### src/rtl/data_mem_arbiter_if.sv
// Bundle of the two requester ports and the data_memory pins around data_mem_arbiter.
// slave: the arbiter's view; master: requesters plus the memory that surround it.
interface data_mem_arbiter_if #(
  parameter int unsigned ADDR_W = 32,
  parameter int unsigned DATA_W = 32
);
  logic              m0_req;
  logic              m0_we;
  logic [ADDR_W-1:0] m0_addr;
  logic [DATA_W-1:0] m0_wdata;
  logic              m0_ack;
  logic [DATA_W-1:0] m0_rdata;
  logic              m0_err;

  logic              m1_req;
  logic              m1_we;
  logic [ADDR_W-1:0] m1_addr;
  logic [DATA_W-1:0] m1_wdata;
  logic              m1_ack;
  logic [DATA_W-1:0] m1_rdata;
  logic              m1_err;

  logic              mem_we;
  logic              mem_re;
  logic [ADDR_W-1:0] mem_a;
  logic [DATA_W-1:0] mem_wd;
  logic [DATA_W-1:0] mem_rd;

  modport slave (
    input  m0_req, m0_we, m0_addr, m0_wdata,
    input  m1_req, m1_we, m1_addr, m1_wdata,
    input  mem_rd,
    output m0_ack, m0_rdata, m0_err,
    output m1_ack, m1_rdata, m1_err,
    output mem_we, mem_re, mem_a, mem_wd
  );

  modport master (
    output m0_req, m0_we, m0_addr, m0_wdata,
    output m1_req, m1_we, m1_addr, m1_wdata,
    output mem_rd,
    input  m0_ack, m0_rdata, m0_err,
    input  m1_ack, m1_rdata, m1_err,
    input  mem_we, mem_re, mem_a, mem_wd
  );
endinterface

### src/rtl/data_mem_arbiter.sv
// Round-robin two-port arbiter/sequencer for the single-port data memory, 3 cycles per access.
// Define ARB_ADDR_CHECK_EN to flag and suppress accesses outside [BASE_ADDR, BASE_ADDR+DEPTH).
module data_mem_arbiter #(
  parameter int unsigned       ADDR_W    = 32,
  parameter int unsigned       DATA_W    = 32,
  parameter logic [ADDR_W-1:0] BASE_ADDR = 'h3E0,
  parameter int unsigned       DEPTH     = 128
) (
  input logic               clk,
  input logic               rst,
  data_mem_arbiter_if.slave bus
);

  typedef enum logic [1:0] {StIdle, StServe, StResp} state_e;

  state_e            state_q, state_d;
  logic              last_grant_q, last_grant_d;
  logic              port_q, port_d;
  logic              we_q, we_d;
  logic              err_q, err_d;
  logic [ADDR_W-1:0] mem_a_q, mem_a_d;
  logic [DATA_W-1:0] mem_wd_q, mem_wd_d;
  logic              mem_we_q, mem_we_d;
  logic              mem_re_q, mem_re_d;
  logic [1:0]        ack_q, ack_d;
  logic [1:0]        err_o_q, err_o_d;
  logic [DATA_W-1:0] rdata0_q, rdata0_d;
  logic [DATA_W-1:0] rdata1_q, rdata1_d;

  logic              gnt_valid;
  logic              gnt_port;
  logic              sel_we;
  logic [ADDR_W-1:0] sel_addr;
  logic [DATA_W-1:0] sel_wdata;
  logic              sel_err;
  logic [DATA_W-1:0] rd_val;

  if (DEPTH == 0 || BASE_ADDR[1:0] != 2'b00) begin : g_bad_cfg
    $error("data_mem_arbiter: DEPTH must be nonzero and BASE_ADDR word aligned");
  end

  // On a tie the port that did not win last time goes first.
  always_comb begin
    gnt_valid = bus.m0_req | bus.m1_req;
    if (bus.m0_req && bus.m1_req) begin
      gnt_port = ~last_grant_q;
    end else begin
      gnt_port = bus.m1_req;
    end
    sel_we    = gnt_port ? bus.m1_we    : bus.m0_we;
    sel_addr  = gnt_port ? bus.m1_addr  : bus.m0_addr;
    sel_wdata = gnt_port ? bus.m1_wdata : bus.m0_wdata;
  end

`ifdef ARB_ADDR_CHECK_EN
  logic [ADDR_W-1:0] addr_off;
  // Offset compare in ADDR_W bits; the explicit lower bound stops wrap-around passing.
  assign addr_off = sel_addr - BASE_ADDR;
  assign sel_err  = (sel_addr < BASE_ADDR) || (addr_off >= ADDR_W'(DEPTH));
`else
  assign sel_err = 1'b0;
`endif

  always_comb begin
    state_d      = state_q;
    last_grant_d = last_grant_q;
    port_d       = port_q;
    we_d         = we_q;
    err_d        = err_q;
    mem_a_d      = mem_a_q;
    mem_wd_d     = mem_wd_q;
    mem_we_d     = 1'b0;
    mem_re_d     = 1'b0;
    ack_d        = 2'b00;
    err_o_d      = 2'b00;
    rdata0_d     = rdata0_q;
    rdata1_d     = rdata1_q;
    rd_val       = err_q ? '0 : bus.mem_rd;

    unique case (state_q)
      StIdle: begin
        if (gnt_valid) begin
          state_d      = StServe;
          port_d       = gnt_port;
          last_grant_d = gnt_port;
          we_d         = sel_we;
          err_d        = sel_err;
          mem_a_d      = sel_addr;
          mem_wd_d     = sel_wdata;
          mem_we_d     = sel_we & ~sel_err;
          mem_re_d     = ~sel_we & ~sel_err;
        end
      end
      StServe: begin
        state_d          = StResp;
        ack_d[port_q]    = 1'b1;
        err_o_d[port_q]  = err_q;
        // Writes leave rdata alone; an errored read returns zero.
        if (!we_q) begin
          if (port_q) begin
            rdata1_d = rd_val;
          end else begin
            rdata0_d = rd_val;
          end
        end
      end
      StResp: begin
        state_d = StIdle;
      end
      default: begin
        state_d = StIdle;
      end
    endcase
  end

  // Async reset also kills mem_we at once, so an abandoned write never lands.
  always_ff @(posedge clk or posedge rst) begin
    if (rst) begin
      state_q      <= StIdle;
      last_grant_q <= 1'b1;
      port_q       <= 1'b0;
      we_q         <= 1'b0;
      err_q        <= 1'b0;
      mem_a_q      <= '0;
      mem_wd_q     <= '0;
      mem_we_q     <= 1'b0;
      mem_re_q     <= 1'b0;
      ack_q        <= 2'b00;
      err_o_q      <= 2'b00;
      rdata0_q     <= '0;
      rdata1_q     <= '0;
    end else begin
      state_q      <= state_d;
      last_grant_q <= last_grant_d;
      port_q       <= port_d;
      we_q         <= we_d;
      err_q        <= err_d;
      mem_a_q      <= mem_a_d;
      mem_wd_q     <= mem_wd_d;
      mem_we_q     <= mem_we_d;
      mem_re_q     <= mem_re_d;
      ack_q        <= ack_d;
      err_o_q      <= err_o_d;
      rdata0_q     <= rdata0_d;
      rdata1_q     <= rdata1_d;
    end
  end

  assign bus.m0_ack   = ack_q[0];
  assign bus.m1_ack   = ack_q[1];
  assign bus.m0_err   = err_o_q[0];
  assign bus.m1_err   = err_o_q[1];
  assign bus.m0_rdata = rdata0_q;
  assign bus.m1_rdata = rdata1_q;
  assign bus.mem_we   = mem_we_q;
  assign bus.mem_re   = mem_re_q;
  assign bus.mem_a    = mem_a_q;
  assign bus.mem_wd   = mem_wd_q;

endmodule

### src/flat_wrapper.sv
// flat-port wrapper written by rule: the top's interface ports become plain ports
module data_mem_arbiter_flat 
#(
  parameter int unsigned       ADDR_W    = 32,
  parameter int unsigned       DATA_W    = 32,
  parameter logic [ADDR_W-1:0] BASE_ADDR = 'h3E0,
  parameter int unsigned       DEPTH     = 128
)
  (clk, rst, bus_m0_req, bus_m0_we, bus_m0_addr, bus_m0_wdata, bus_m1_req, bus_m1_we, bus_m1_addr, bus_m1_wdata, bus_mem_rd, bus_m0_ack, bus_m0_rdata, bus_m0_err, bus_m1_ack, bus_m1_rdata, bus_m1_err, bus_mem_we, bus_mem_re, bus_mem_a, bus_mem_wd);
  data_mem_arbiter_if #(.ADDR_W(ADDR_W), .DATA_W(DATA_W)) bus_i ();
  input logic clk;
  input logic rst;
  input wire logic [$bits(bus_i.m0_req)-1:0] bus_m0_req;
  input wire logic [$bits(bus_i.m0_we)-1:0] bus_m0_we;
  input wire logic [$bits(bus_i.m0_addr)-1:0] bus_m0_addr;
  input wire logic [$bits(bus_i.m0_wdata)-1:0] bus_m0_wdata;
  input wire logic [$bits(bus_i.m1_req)-1:0] bus_m1_req;
  input wire logic [$bits(bus_i.m1_we)-1:0] bus_m1_we;
  input wire logic [$bits(bus_i.m1_addr)-1:0] bus_m1_addr;
  input wire logic [$bits(bus_i.m1_wdata)-1:0] bus_m1_wdata;
  input wire logic [$bits(bus_i.mem_rd)-1:0] bus_mem_rd;
  output wire logic [$bits(bus_i.m0_ack)-1:0] bus_m0_ack;
  output wire logic [$bits(bus_i.m0_rdata)-1:0] bus_m0_rdata;
  output wire logic [$bits(bus_i.m0_err)-1:0] bus_m0_err;
  output wire logic [$bits(bus_i.m1_ack)-1:0] bus_m1_ack;
  output wire logic [$bits(bus_i.m1_rdata)-1:0] bus_m1_rdata;
  output wire logic [$bits(bus_i.m1_err)-1:0] bus_m1_err;
  output wire logic [$bits(bus_i.mem_we)-1:0] bus_mem_we;
  output wire logic [$bits(bus_i.mem_re)-1:0] bus_mem_re;
  output wire logic [$bits(bus_i.mem_a)-1:0] bus_mem_a;
  output wire logic [$bits(bus_i.mem_wd)-1:0] bus_mem_wd;
  assign bus_i.m0_req = bus_m0_req;
  assign bus_i.m0_we = bus_m0_we;
  assign bus_i.m0_addr = bus_m0_addr;
  assign bus_i.m0_wdata = bus_m0_wdata;
  assign bus_i.m1_req = bus_m1_req;
  assign bus_i.m1_we = bus_m1_we;
  assign bus_i.m1_addr = bus_m1_addr;
  assign bus_i.m1_wdata = bus_m1_wdata;
  assign bus_i.mem_rd = bus_mem_rd;
  assign bus_m0_ack = bus_i.m0_ack;
  assign bus_m0_rdata = bus_i.m0_rdata;
  assign bus_m0_err = bus_i.m0_err;
  assign bus_m1_ack = bus_i.m1_ack;
  assign bus_m1_rdata = bus_i.m1_rdata;
  assign bus_m1_err = bus_i.m1_err;
  assign bus_mem_we = bus_i.mem_we;
  assign bus_mem_re = bus_i.mem_re;
  assign bus_mem_a = bus_i.mem_a;
  assign bus_mem_wd = bus_i.mem_wd;
  data_mem_arbiter #(.ADDR_W(ADDR_W), .DATA_W(DATA_W), .BASE_ADDR(BASE_ADDR), .DEPTH(DEPTH)) u_core (.clk(clk), .rst(rst), .bus(bus_i));
endmodule
### config.mk
export PLATFORM = sky130hd
export DESIGN_NAME = data_mem_arbiter_flat
export DESIGN_NICKNAME = d
export VERILOG_FILES = /design/src/rtl/data_mem_arbiter_if.sv /design/src/rtl/data_mem_arbiter.sv /design/src/flat_wrapper.sv
export SDC_FILE = /design/constraint.sdc
export NUM_CORES = 1
export LEC_CHECK = 0
export CAP_MARGIN = 40
export CORE_ASPECT_RATIO = 1.4
export CORE_MARGIN = 1.5
export CORE_UTILIZATION = 40
export CTS_BUF_LIST = sky130_fd_sc_hd__clkbuf_2
export CTS_CLUSTER_SIZE = 8
export DETAILED_ROUTE_END_ITERATION = 10
export PLACE_DENSITY = 0.8
export SKIP_CTS_REPAIR_TIMING = 1
export SLEW_MARGIN = 20
export SYNTH_ARGS = -nofsm -noshare
export SYNTH_HDL_FRONTEND = slang
export SYNTH_SLANG_ARGS = --single-unit
### constraint.sdc
create_clock -name clk -period 5.9 [get_ports clk]
set_input_delay 1.18 -clock clk [delete_from_list [all_inputs] [get_ports clk]]
set_output_delay 1.18 -clock clk [all_outputs]
set_load 0.02 [all_outputs]
**Run 1: close-up of the layout**

Window x 14 to 39, y 97 to 122 µm. Cells in gray, sequential cells in the stronger gray; small squares are vias.
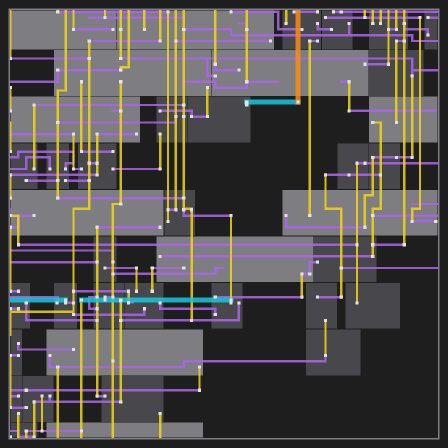
Key: cyan = met3; purple = met1; orange = met4; yellow = met2
33 logic cells have their middle in the window. Sequential cells in the window: 9. Most frequent: dfrtp_1 (9), a21oi_1 (7), a31oi_1 (5). Netlist names of flops here include u_core.bus.mem_wd (7), u_core.bus.mem_a (2).

**Run 1: routing congestion**

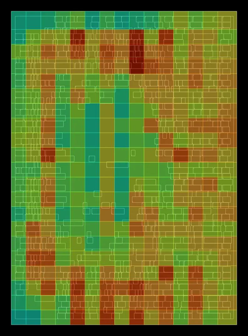
busiest grt layer: met2
GRT met2 Usage: 0.392

==> results.sh, run 1 <==
# yosys + openroad results
export IMPL_pwr_share_comb=0.547
export IMPL_crit_start="bus_m0_req"
export IMPL_final_common_cell="clkdlybuf4s50_1"
export IMPL_mux_share=0.143
export IMPL_crit_end="u_core.bus.mem_a[22]$_DFFE_PP0P_"
export IMPL_die_h_um=146
export IMPL_largestPowerGroup="combinational logic"
export IMPL_finalSetupViolations=0
export IMPL_root_buffer="clkbuf_2"
export IMPL_critPathLaunchType="primary input"
export IMPL_grt_pass1_vias=5286
export IMPL_rrSetupSlack_ns=4.04
export IMPL_timing_rr_end="u_core.bus.mem_re$_DFF_PP0_"
export IMPL_clk_path_buf_depth=2
export IMPL_adder_share=0
export IMPL_dr_max_layer_used="met4"
export IMPL_cts_buffers=17
export IMPL_overflow=0
export IMPL_seq_area_mm2=0.00343
export IMPL_power_leakage_nw=3.82
export IMPL_p_comb_mw=2.66
export IMPL_gp_congestion=0.850
export IMPL_p_sw_mw=2.00
export IMPL_finalNonFillerCells=1006
export IMPL_ant_nets=0
export IMPL_pg_seq_mw=1.70
export IMPL_simple_gate_share=0.0944
export IMPL_ys_sh_aoi=0.131
export IMPL_p_clk_frac=0.104
export IMPL_grt_pass1_wl_mm=26.9
export IMPL_fin_ws_ns=2.96
export IMPL_critical_path_class="primary input to register"
export IMPL_fillers=1160
export IMPL_critical_path_arrival_ns=3.47
export IMPL_synthCells=523
export IMPL_tns_ns=0
export IMPL_cts_sinks=137
export IMPL_power_clock_uw=507
export IMPL_dp_final_hpwl_mm=12.3
export IMPL_route_met3_wl_mm=1.20
export IMPL_swShare=0.411
export IMPL_dp_cells=974
export IMPL_use_met3=0.0580
export IMPL_p_int_mw=2.86
export IMPL_drv_slew=0
export IMPL_rows=52
export IMPL_clk_pin_slew_ns=0.23
export IMPL_powerDensity_mw_per_mm2=530
export IMPL_nets=970
export IMPL_fin_util=0.635
export IMPL_synthToLayoutAreaGrowth_pct=55.8
export IMPL_drive_gt1_frac=0.135
export IMPL_syn_avg_cell_area_um2=11.2
export IMPL_hold_class="register to register"
export IMPL_antenna_found_initial=0
export IMPL_ys_area_mm2=0.00588
export IMPL_synthTopLogicFamily="multiplexers"
export IMPL_worstPathRequired_ns=6.43
export IMPL_timing_hold_violations_final=0
export IMPL_numPortBuffers=297
export IMPL_hold_start="u_core.bus.m0_rdata[25]$_DFFE_PP0P_"
export IMPL_fin_worst_skew_ns=0.0371
export IMPL_worstRegToRegCells=3
export IMPL_synth_cell_types=28
export IMPL_htree_num_levels=4
export IMPL_antenna_cells=0
export IMPL_warning_count=26
export IMPL_worstPathMaxFanout=66
export IMPL_outcome="finished, final reports clean"
export IMPL_drt_iter0_drc=238
export IMPL_drc=0
export IMPL_period_needed_ns=2.94
export IMPL_grt_usage=0.221
export IMPL_cts_tree="built"
export IMPL_m1WireLength_mm=6.72
export IMPL_fmax_ghz=0.340
export IMPL_sequentialPowerShare=0.349
export IMPL_cap_viol_max_count=0
export IMPL_first_pass_iters=4
**Run 1: sizing map**

Scale: 2 px per µm.
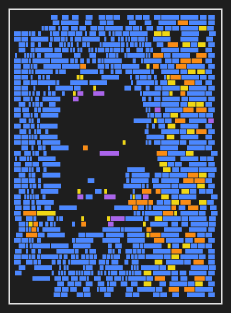
Key: blue = drive 1 or less [cells 707]; yellow = drive 2 [cells 52]; orange = drive 3 to 4 [cells 47]; purple = drive 6 and up [cells 11]

**Run 1: placement by cell class**

Scale: 2 px per µm.
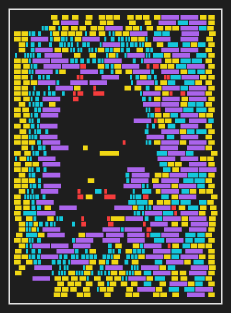
Key: purple = flip-flops [cells 137, share of their area 38%]; yellow = other buffers and delay cells [cells 305, share of their area 34%]; cyan = all other logic [cells 343, share of their area 25%]; red = clock drivers and dummy loads [cells 32, share of their area 2.5%]

-- run 1: worst max-delay path, stage by stage --
cell             delay (ns)
clkdlybuf4s50_1        0.59
or2_2                  0.15
buf_4                  0.54
nand2_1                0.21
inv_2                  0.36
buf_12                 0.25
a31oi_1                0.12
-- run 1: registers in the layout (all words and copies together), names as in the netlist --
signal,count
u_core.port_q,1
u_core.last_grant_q,1
u_core.bus.mem_we,1
u_core.we_q,1
u_core.bus.mem_a,32
u_core.bus.m1_rdata,32
u_core.bus.mem_re,1
u_core.state_q,2
u_core.bus.mem_wd,32
u_core.bus.m0_rdata,32
u_core.ack_q,2
-- run 1: layout make-up --
class,instances,area share
timing repair buffer,305,0.334
multi-input combinational,340,0.240
sequential,137,0.374
clock inverter,15,0.0149
tap,189,0.0258
inverter,3,0.00177
clock buffer,17,0.00928
-- run 1: cell usage after synthesis --
cell type	number	share of area
and3b_1	1	0.0015
buf_4	6	0.0077
a21oi_1	67	0.057
or2_1	1	0.0011
dfrtp_1	136	0.58
mux2_1	2	0.0038
nor3_4	1	0.0028
a21boi_1	1	0.0013
clkbuf_1	13	0.0083
buf_2	21	0.018
buf_6	1	0.0019
mux2_4	30	0.077
nand2b_1	1	0.0011
nor2_1	2	0.0013
a31oi_1	65	0.069
dfstp_2	1	0.0045
inv_1	2	0.0013
a21bo_2	1	0.0017
buf_12	3	0.010
mux2i_1	1	0.0017
and2_1	1	0.0011
nor2_2	1	0.0011
nand2_1	129	0.082
nor2b_4	1	0.0023
mux2_2	32	0.061
inv_2	1	0.00064
a22o_1	1	0.0015
conb_1	1	0.00064
**Run 1: the metal 1 layer**

Scale: 3 px per µm.
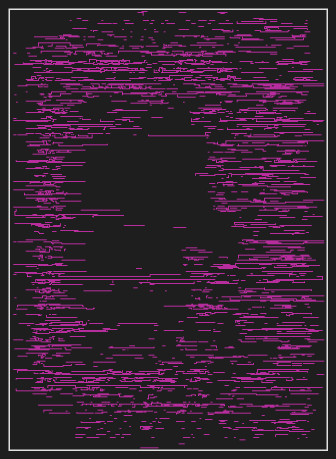

--- run 2 (diff from run 1) ---
- CORE_UTILIZATION: 40 -> 37
- PLACE_DENSITY: 0.8 -> 0.78
- clock period: 5.9 -> 2.4 ns (I/O delays scaled with it)
**Run 2: the metal 1 layer**

Scale: 3 px per µm.
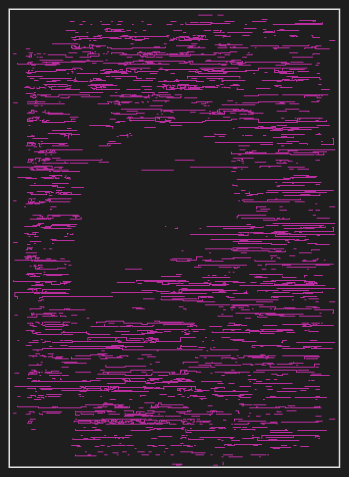
The layer carries 6,460 µm of wire. The longest straight run is 28.5 µm. The wires run mostly horizontal. The layer holds 37% of the routed length. 821 nets have wire on it.
met1 Resource Use GR: 0.239
via count: 5,120
WL final: 17.4 mm

==> results.sh, run 2 <==
# yosys + openroad results
export IMPL_grt_pass1_vias=5350
export IMPL_htree_num_levels=4
export IMPL_rows=54
export IMPL_top_cell_area_share=0.579
export IMPL_swShare=0.400
export IMPL_yosys_top_cells_count="dfrtp_1 (136), nand2_1 (129), a21oi_1 (67), a31oi_1 (65), mux2_2 (32)"
export IMPL_final_common_cell="clkdlybuf4s50_1"
export IMPL_ys_area_mm2=0.00588
export IMPL_p_comb_mw=6.61
export IMPL_fmax_ghz=0.448
export IMPL_antenna_found_initial=1
export IMPL_clk_latency_ns=0.67
export IMPL_p_clk_frac=0.134
export IMPL_hold_class="primary input to async pin"
export IMPL_synth_cell_types=28
export IMPL_path_cells="clkdlybuf4s50_1"
export IMPL_dp_final_hpwl_mm=12.8
export IMPL_ant_nets=0
export IMPL_worstPathMaxFanout=2
export IMPL_cts_sinks=137
export IMPL_warning_count=26
export IMPL_synthArstFlopShare=1.00
export IMPL_mostFrequentLayoutCells="clkdlybuf4s50_1 (297), dfrtp_1 (136), nand2_1 (129)"
export IMPL_p_sw_mw=4.95
export IMPL_clk_path_buf_depth=2
export IMPL_crit_end="bus_mem_a[22]"
export IMPL_yosysTopAreaCell="dfrtp_1"
export IMPL_cp_top_family="buffers and inverters"
export IMPL_drc=0
export IMPL_fin_worst_skew_ns=0.0371
export IMPL_die_h_um=152
export IMPL_timing_rr_end="u_core.bus.m0_rdata[31]$_DFFE_PP0P_"
export IMPL_edf_count=0
export IMPL_drt_iter0_drc=184
export IMPL_cts_buffers=17
export IMPL_tns_ns=0
export IMPL_yosys_top_cells_area="dfrtp_1 (58%), nand2_1 (8.2%), mux2_4 (7.7%)"
export IMPL_crit_start="u_core.bus.mem_a[22]$_DFFE_PP0P_"
export IMPL_numPortBuffers=297
export IMPL_clk_pin_slew_ns=0.26
export IMPL_drv_slew=0
export IMPL_worstPathRequired_ns=1.92
export IMPL_critical_path_class="register to primary output"
export IMPL_first_pass_iters=5
export IMPL_pg_seq_mw=4.10
export IMPL_pwr_share_comb=0.534
export IMPL_slowest_delay_ns=0.63
export IMPL_critical_path_arrival_ns=1.75
export IMPL_p_int_mw=7.42
export IMPL_finalSetupViolations=0
export IMPL_cp_num_cells=1
export IMPL_synth_most_common_cell="dfrtp_1"
export IMPL_period_needed_ns=2.23
export IMPL_worstRegToRegCells=4
export IMPL_root_buffer="clkbuf_2"
export IMPL_synthFlopType="dfrtp_1"
export IMPL_power_clock_mw=1.66
export IMPL_drive_gt1_frac=0.150
export IMPL_largestPowerGroup="combinational logic"
export IMPL_critPathSlowestCell="clkdlybuf4s50_1"
export IMPL_finalNonFillerCells=1028
export IMPL_fin_ws_ns=0.170
export IMPL_timing_hold_violations_final=0
export IMPL_syn_avg_cell_area_um2=11.2
export IMPL_rrSetupSlack_ns=0.69
export IMPL_nets=984
export IMPL_gp_congestion=0.829
export IMPL_grt_usage=0.216
export IMPL_cts_tree="built"
export IMPL_critPathBufInv=1
export IMPL_outcome="finished, final reports clean"
export IMPL_critPathLaunchType="register"
export IMPL_fin_util=0.603
export IMPL_grt_pass1_wl_mm=27.8
**Run 2: close-up of the layout**

Window x 15 to 40, y 102 to 127 µm. Cells in gray, sequential cells in the stronger gray; small squares are vias.
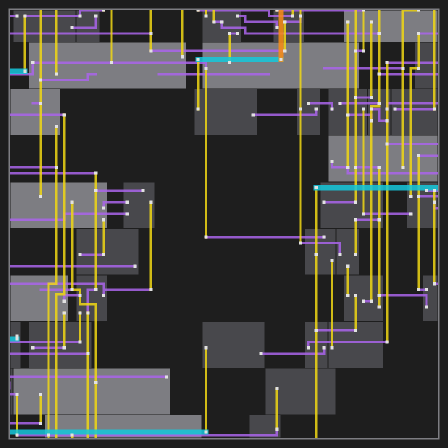
Key: yellow = met2; orange = met4; cyan = met3; purple = met1
Netlist names of flops here include u_core.bus.mem_wd (6), u_core.bus.mem_a (1). Most frequent: clkdlybuf4s50_1 (7), dfrtp_1 (7), nand2_1 (5). 30 logic cells have their middle in the window. Sequential cells in the window: 7.

-- run 2: cell counts after synthesis --
No cell type changed its count.
-- run 2: metal layers --
| metal | GRT usage | wire, µm | vias up |
|---|---|---|---|
| met4 | 0.0952 | 549 | 0 |
| met3 | 0.0637 | 1380 | 35 |
| met5 | 0 | 0 | - |
| met2 | 0.375 | 9000 | 216 |
| met1 | 0.239 | 6460 | 2451 |
| li1 | - | - | 2418 |
-- run 2: cell families (layout without fill, tap and decap cells) --
kind of cell | after synthesis | count (layout) | share of synthesized area
compound gates | 135 | 135 | 0.131
buf+inv | 47 | 354 | 0.0479
flops | 137 | 137 | 0.583
mux | 65 | 65 | 0.143
other cells | 1 | 3 | 0.000638
simple gates | 138 | 138 | 0.0945
-- run 2: how the worst min path moves through the flow --
stage | cells past startpoint | endpoint | start | slack [ns]
5_1_grt | 2 | u_core.bus.mem_wd[6]$_DFFE_PP0P_ | rst | 0.11
2_1_floorplan | 1 | u_core.ack_q[0]$_DFF_PP0_ | u_core.port_q$_DFFE_PP0P_ | 0.50
6_report | 2 | u_core.bus.m1_rdata[19]$_DFFE_PP0P_ | rst | 0.21
3_3_place_gp | 1 | u_core.bus.m0_rdata[24]$_DFFE_PP0P_ | u_core.bus.m0_rdata[24]$_DFFE_PP0P_ | 0.47
4_1_cts | 2 | u_core.bus.m1_rdata[19]$_DFFE_PP0P_ | rst | 0.11
3_5_place_dp | 1 | u_core.bus.m0_rdata[24]$_DFFE_PP0P_ | u_core.bus.m0_rdata[24]$_DFFE_PP0P_ | 0.48
-- run 2: area by class of cell --
cell class	count	area, µm²
antenna	1	2.50
clock buffer	17	85.1
clock inverter	15	220
fill	1344	6160
inverter	3	15.0
multi-input combinational	340	2190
sequential	137	3430
tap	196	245
timing repair buffer	319	3190
